==> config.mk <==
export PLATFORM = sky130hd
export DESIGN_NAME = axis_arb2
export DESIGN_NICKNAME = d
export VERILOG_FILES = /design/src/rtl/axis_arb2_pkg.sv /design/src/rtl/axis_slice.sv /design/src/rtl/axis_arb2.sv
export SDC_FILE = /design/constraint.sdc
export NUM_CORES = 1
export LEC_CHECK = 0
export CAP_MARGIN = 20
export CORE_MARGIN = 5
export CORE_UTILIZATION = 50
export CTS_CLUSTER_SIZE = 28
export DETAILED_ROUTE_END_ITERATION = 6
export DONT_BUFFER_PORTS = 1
export PLACE_DENSITY = 0.63
export SLEW_MARGIN = 15
export SYNTH_ARGS = -nofsm -noshare
export SYNTH_HDL_FRONTEND = slang
export SYNTH_SLANG_ARGS = --single-unit
==> constraint.sdc <==
create_clock -name clk -period 3.4 [get_ports clk]
set_input_delay 0.68 -clock clk [delete_from_list [all_inputs] [get_ports clk]]
set_output_delay 0.68 -clock clk [all_outputs]
set_load 0.1 [all_outputs]
Figure 1. Cell classes on the final placement.
Fill, decap, tap and diode cells in gray.
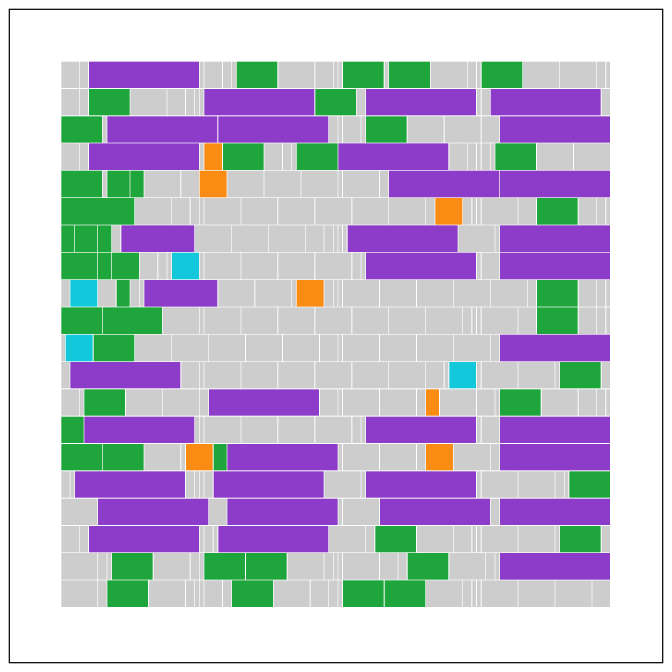
legend:
  purple:
    class: sequential cells
    cells: 35
    share_of_their_area: 66%
  orange:
    class: clock drivers and dummy loads
    cells: 7
    share_of_their_area: 2.9%
  cyan:
    class: remaining buffers and delay cells
    cells: 4
    share_of_their_area: 1.9%
  green:
    class: combinational and other logic
    cells: 46
    share_of_their_area: 30%
cell area after layout: 0.001615 mm2
row count: 20

Figure 2. Clock routing.
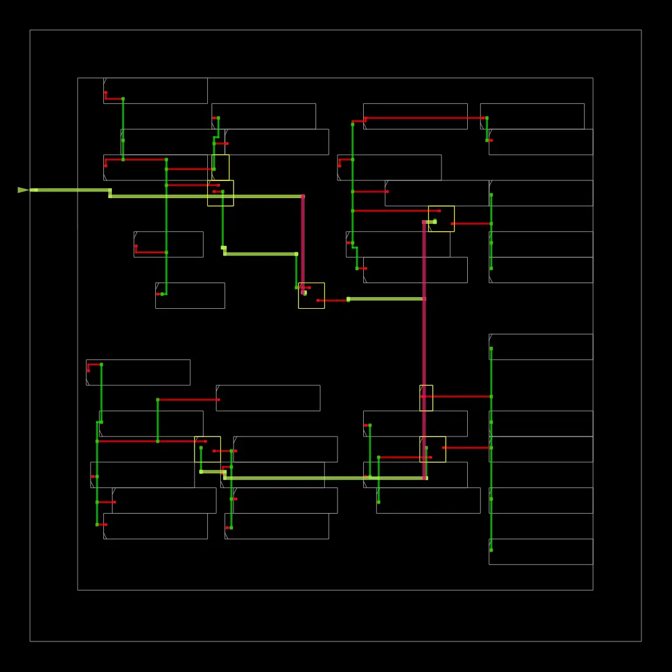
skew final: 0.004392 ns
clock tree buffer count of the final layout: 5
clk ins delay skew pair: 0.32 ns

==> design notes <==
With the total buffers and inverters traversed by the critical path at 2, the simple logic cell fraction of the synthesized area is 0.01907. The initial core utilization is 0.5067, and the fraction of synthesized cell area in xor and xnor cells is 0. The worst slew margin relative to its limit was 0.3913; the number of buffers inserted for hold repair after clock tree synthesis was 0.

Per the post-place timing report, worst setup slack is 1.103 ns. The global routing stage identified its most utilized layer as met2. The OpenROAD warning count works out to 26.

Once placement completed, the tool counted placed cells totaling 118. The cell type that accounts for the most area after synthesis is sky130_fd_sc_hd__edfxtp_1. The dominant register cell in the synthesized netlist was sky130_fd_sc_hd__edfxtp_1.

The family of cells with the greatest summed delay on the critical path is buffers and inverters. The met1 global-route usage was 0.1210; the share of final-layout standard cells stronger than drive strength 1 was 0.4783. Synthesized area per cell: 17.96 um2. The number of sinks on the clock net was 35; the final worst hold slack was 0.5027 ns.

In this run the remaining antenna-violating nets after routing total 0. The floorplan report gives the top-level pin count as 106. In the final design database the tool counted 162 nets. In this run the static leakage power is 0.5427 nW. The repair_antennas step left the layout with diodes totalling 0.

The floorplan step defined a core boundary enclosing 0.002978 mm2. The number of endpoints failing setup at the final stage was 0. Looking at the setup timing report, the critical path kind is flip-flop to output pin. Pins over their slew limit in the final report were tallied at 0. For this run, the number of Yosys warnings is 0.

The synthesis area per yosys was 0.001509 mm2; the synthesis-stage register bit count was 35. The most frequent cell after synthesis was sky130_fd_sc_hd__edfxtp_1. The report lists the number of cells resized after CTS as 0. The clock tree synthesis step divided the H-tree into 2 levels. By count the netlist is led by sky130_fd_sc_hd__edfxtp_1 (33), sky130_fd_sc_hd__mux2_2 (30), sky130_fd_sc_hd__nor2_1 (5).

The routed design has 2548 um of wire. Entering global routing, the biggest net connects 34 pins. The cell area that synthesis handed to floorplanning was 0.001509 mm2. The overall fraction of global-route tracks in use is 0.1206, and the number of max-capacitance violations reported is 0. The worst hold path was traced through 2 stages.

AND-OR/OR-AND share of the synthesized area: 0.03151. The routed design could run at a clock period as short as 2.407 ns. The slowest cell on the critical path was sky130_fd_sc_hd__buf_4. For the met3 demand-to-capacity share in global routing, the log shows 0.06932.

The run finished with clean final reports. The die covers 0.004217 mm2. The multiplexer share of the synthesized area is 0.2388.
==> cell type report <==
cell class	instances	area, um2	area share
tap	33	41.29	0.02556
timing repair buffer	4	30.03	0.01859
clock buffer	5	37.54	0.02324
inverter	2	7.507	0.004648
multi-input combinational	44	459.2	0.2843
clock inverter	2	8.758	0.005422
sequential	35	1031	0.6383
==> where the power goes <==
group | internal [mW] | switching [mW]
logic | 0.0365 | 0.0408
clock network | 0.0731 | 0.119
registers | 0.499 | 0.128
total | 0.608 | 0.288
==> cells in the final DEF (no fill, tap or decap) <==
| cell type | count |
|---|---|
| sky130_fd_sc_hd__clkinv_1 | 1 |
| sky130_fd_sc_hd__nor2_2 | 1 |
| sky130_fd_sc_hd__inv_1 | 2 |
| sky130_fd_sc_hd__mux2_1 | 2 |
| sky130_fd_sc_hd__nor2_1 | 3 |
| sky130_fd_sc_hd__buf_4 | 4 |
| sky130_fd_sc_hd__a31oi_1 | 1 |
| sky130_fd_sc_hd__clkinv_2 | 1 |
| sky130_fd_sc_hd__dfxtp_1 | 2 |
| sky130_fd_sc_hd__nand2b_1 | 1 |
| sky130_fd_sc_hd__o21ai_4 | 1 |
| sky130_fd_sc_hd__edfxtp_1 | 33 |
| sky130_fd_sc_hd__clkbuf_4 | 5 |
| sky130_fd_sc_hd__nor2_4 | 1 |
| sky130_fd_sc_hd__a21boi_0 | 1 |
| sky130_fd_sc_hd__a41o_1 | 1 |
| sky130_fd_sc_hd__a211oi_4 | 1 |
| sky130_fd_sc_hd__mux2_2 | 30 |
| sky130_fd_sc_hd__nand2_1 | 1 |
==> layer usage <==
layer,share of wire,wire length (um)
met4,0.020,52
met2,0.52,1314
met3,0.14,350
met1,0.33,831
met5,0,0
Power figures rest on the tool's default switching activity, not on a simulated workload.
